### Wires at chosen ports, followed through buffers

(8 px per um)
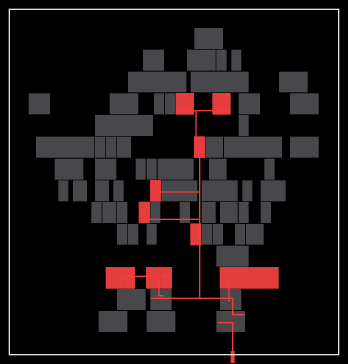
### Clock routing

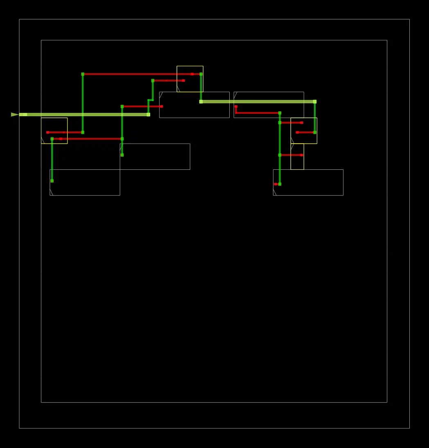
### Placement by cell class

(8 px per um) Fill, decap, tap and diode cells in gray.
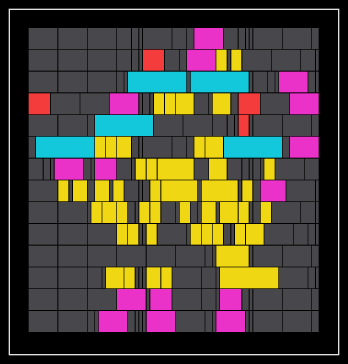
$ cat src/rtl/tff_downcounter.sv
// Loadable down counter whose next-count logic is a T flip-flop borrow chain.
// Define TFF_DOWNCOUNTER_AUTO_RELOAD_EN for periodic reload at terminal count; default is one-shot.
module tff_downcounter #(
    parameter int WIDTH = 3
) (
    input  logic             clk,
    input  logic             reset,
    input  logic             load,
    input  logic [WIDTH-1:0] load_val,
    input  logic             en,
    output logic [WIDTH-1:0] q,
    output logic             busy,
    output logic             done,
    output logic             zero
);

    typedef enum logic {
        IDLE  = 1'b0,
        COUNT = 1'b1
    } state_t;

    state_t           state;
    state_t           state_nx;
    logic [WIDTH-1:0] reload;
    logic [WIDTH-1:0] reload_nx;
    logic [WIDTH-1:0] q_nx;
    logic [WIDTH-1:0] toggle;
    logic             done_nx;

    // Bit i toggles on a decrement only when every lower bit is already 0.
    always_comb begin : tff_chain
        logic borrow;
        borrow = 1'b1;
        for (int i = 0; i < WIDTH; i++) begin
            toggle[i] = borrow;
            borrow    = borrow & ~q[i];
        end
    end

    always_comb begin
        // NOTE: every output of this block gets a default first so no path can infer a latch.
        state_nx  = state;
        q_nx      = q;
        reload_nx = reload;
        done_nx   = 1'b0;

        if (load) begin
            q_nx      = load_val;
            reload_nx = load_val;
            state_nx  = (load_val != '0) ? COUNT : IDLE;
        end else if (state == COUNT && en) begin
            if (q == WIDTH'(1)) begin
                done_nx = 1'b1;
`ifdef TFF_DOWNCOUNTER_AUTO_RELOAD_EN
                q_nx    = reload;
`else
                q_nx     = '0;
                state_nx = IDLE;
`endif
            end else if (q == '0) begin
                // Unreachable in normal use; park instead of wrapping to all-ones.
                state_nx = IDLE;
            end else begin
                q_nx = q ^ toggle;
            end
        end
    end

    always_ff @(posedge clk) begin
        // NOTE: state registers use non-blocking assignments so every flop samples pre-edge values.
        if (reset) begin
            state  <= IDLE;
            q      <= '0;
            reload <= '0;
            done   <= 1'b0;
        end else begin
            state  <= state_nx;
            q      <= q_nx;
            reload <= reload_nx;
            done   <= done_nx;
        end
    end

    assign busy = (state == COUNT);
    assign zero = (q == '0);

endmodule

$ cat config.mk
export PLATFORM = sky130hd
export DESIGN_NAME = tff_downcounter
export DESIGN_NICKNAME = d
export VERILOG_FILES = /design/src/rtl/tff_downcounter.sv
export SDC_FILE = /design/constraint.sdc
export NUM_CORES = 1
export LEC_CHECK = 0
export ABC_AREA = 1
export CORE_AREA = 2 2 39 41
export CTS_CLUSTER_DIAMETER = 60
export DETAILED_ROUTE_END_ITERATION = 12
export DIE_AREA = 0 0 41 43
export GPL_TIMING_DRIVEN = 1
export PLACE_DENSITY = 0.5
export SYNTH_ARGS = -nofsm -noshare
export SYNTH_HDL_FRONTEND = slang
export SYNTH_SLANG_ARGS = --single-unit
$ cat constraint.sdc
create_clock -name clk -period 1.7 [get_ports clk]
set_clock_uncertainty 0.05 [all_clocks]
set_input_delay 0.255 -clock clk [delete_from_list [all_inputs] [get_ports clk]]
set_output_delay 0.255 -clock clk [all_outputs]
set_load 0.01 [all_outputs]
==> impl_metrics.ini <==
; synthesis and place-and-route metrics
[run_status]
run_status = finished, final reports clean

[power]
pwr-share-seq_pct = 29.8
swShare_pct = 33.43
p_sw_mw = 0.1541
seq_power_mw = 0.138
ir_drop_mv = 0.3931
power.density_nw_per_um2 = 848.6
internal-power_mw = 0.3068
power_leader = combinational logic
pwr-share-comb_pct = 39.7
power_mw = 0.4608
p_comb_mw = 0.183
cellLeakagePower_nw = 0.2749
pwr-share-clk_pct = 30.5

[yosys]
syn-cell-area_um2 = 366.6
synthCells = 54
synth-edff-count = 0
yosys_warnings = 0
avgSynthCellArea_um2 = 6.789
ys.flops = 5
topCellsByArea = dfxtp_1, nand2_1, ha_1
ys_top_cells_by_count = nand2_1, nor2_1, inv_1, dfxtp_1, nand2_2
yosysUniqueCellTypes = 16
ys_cells = 54
yosys.area.top_type = dfxtp_1
synth_top_area_share_pct = 27.30
top_cell = nand2_1
syn_nets = 64
flop_cell = dfxtp_1
async_flop_share_pct = 0
yosys_area_um2 = 366.6
synth_seq_share_pct = 27.30

[clock_network]
hold_buffers = 0
cts_setup_buffers = 0
clk_pin_slew_ns = 0.04
cts_buffers = 3
post_cts_resized = 1
cts_buffer_depth = 2
insertion_delay_ns = 0.24
htreeDepth = 1
cts_tree = yes
cts_root_buf = clkbuf_4

[run]
cap_violations = 0
tool_warnings = 27

[cells_and_area]
layout.cells.most_common_list = nand2_1, clkdlybuf4s50_1, nor2_1
nNonClkBuffers = 15
fillCellCount = 161
fin_area_um2 = 543.0
ff_count = 5
drive_above_1_share_pct = 19.44
largest_class = combinational gates
sh_comb_area_pct = 41.47
area_share_nonclk_buffers_pct = 26.04
sh_seq_area_pct = 18.43
area_delta_synth_final_pct = 48.12
flop_area_um2 = 100.1
comb_area_um2 = 225.2
n_all_inverters = 8
diodes = 0
clkCellAreaFrac_pct = 4.839
final_nets = 83
layout_top_cell = nand2_1
logic_gate_count = 40
stdcell_count = 88
postLayoutCoreUtil_pct = 39.24

[sta]
fmax_ghz = 0.6278
rsz0062_at_grt = no
hold_ws_ns = 0.4505
hold_viol_final = 0
setup_viol = 0
tightest_slew_ns = 0.2677
max_slew_margin_pct = 82.10
slew_viol_final = 0
finalCritPeriodShare_pct = 93.71
finalCriticalPeriod_ns = 1.593
setup-tns-final_ns = 0
setup_slack_ns = 0.1070

[floorplan]
dieArea_um2 = 1763
die_width_um = 41
fp_util_pct = 26.49
fp.dieH_um = 43
tap_cells = 16

[routing]
dr_wl_met2_um = 343
vias = 350
routed.top_layer = met3
wirelength_um = 736
final_antenna_net_count = 0
drt-vias-per-instance = 3.977
post-route-drc-count = 0
drt_first_pass_iters = 2
avgRoutedWirePerCell_um = 8.364
drt-met1-wl_um = 350
wl_met3_um = 43
drt_iter0_drc = 1

[critical_path]
endpoint_kind = primary output
crit_type = flip-flop to primary output
critical_path.max_fanout = 3
cp-start-kind = flip-flop
cp.arrival_ns = 1.29
critPathRequiredTime_ns = 1.39

[min_path]
hold_path_class = flip-flop to flip-flop

[global_route]
grt-busiest-layer = met2
antenna_found_initial = 0
grt_pass1_vias = 320
grt.total_usage_pct = 11.23
overflow = 0
grt_max_degree = 9
use_met2_pct = 14.37
grt_pass1_wl_um = 1276
use_met1_pct = 13.46
use_met3_pct = 9.424

[place]
placed_area_um2 = 518.0
pre_cts_slack_ns = 0.1341
gp_congestion = 0.7879
hpwl_um = 589.6
dp_cells = 84
Notes on 'Wires at chosen ports, followed through buffers' above:
[red] load | direction: input | edge: south | end cells: 11 | buffers: 3 | wire: 76.3 um
io pins: 13
Port Buffers: 12

Notes on 'Clock routing' above:
CTS Sinks: 5
clk_buf instances: 4
Clock net power: 0.140 mW

Notes on 'Placement by cell class' above:
[magenta] other buffers and delay cells | cells: 15
[cyan] flops | cells: 5
[yellow] combinational and other logic | cells: 48
[red] clock drivers and dummy loads | cells: 4
Placeable Area: 1384 um^2
Std-Cell Rows: 14

-- cell families (layout without fill, tap and decap cells) --
kind of cell	count (synthesis)	count (layout)	share of synthesized area [%]
and+or+nand+nor	34	34	47.10
AOI/OAI and AO/OA	3	3	4.094
adders and majority gates	3	3	10.24
buffers and inverters	9	27	11.26
DFF	5	5	27.30
-- final timing paths --
kind         startpoint  endpoint  slack (ns)  cells after the start
max                q[1]      zero        0.11                      4
min                busy      done        0.45                      2
max reg2reg        q[1]      q[2]        0.28                      9
min reg2reg        busy      done        0.45                      2
-- flip-flops by register name (all words and copies together) (netlist names) --
name  flops
q         3
busy      1
done      1
-- critical path, cell delays in order, from the launching register on --
cell and delay, ns:
dfxtp_1 0.34, inv_1 0.07, ha_1 0.18, ha_1 0.18, dlygate4sd2_1 0.28
Power is estimated from default activity; no workload was simulated.
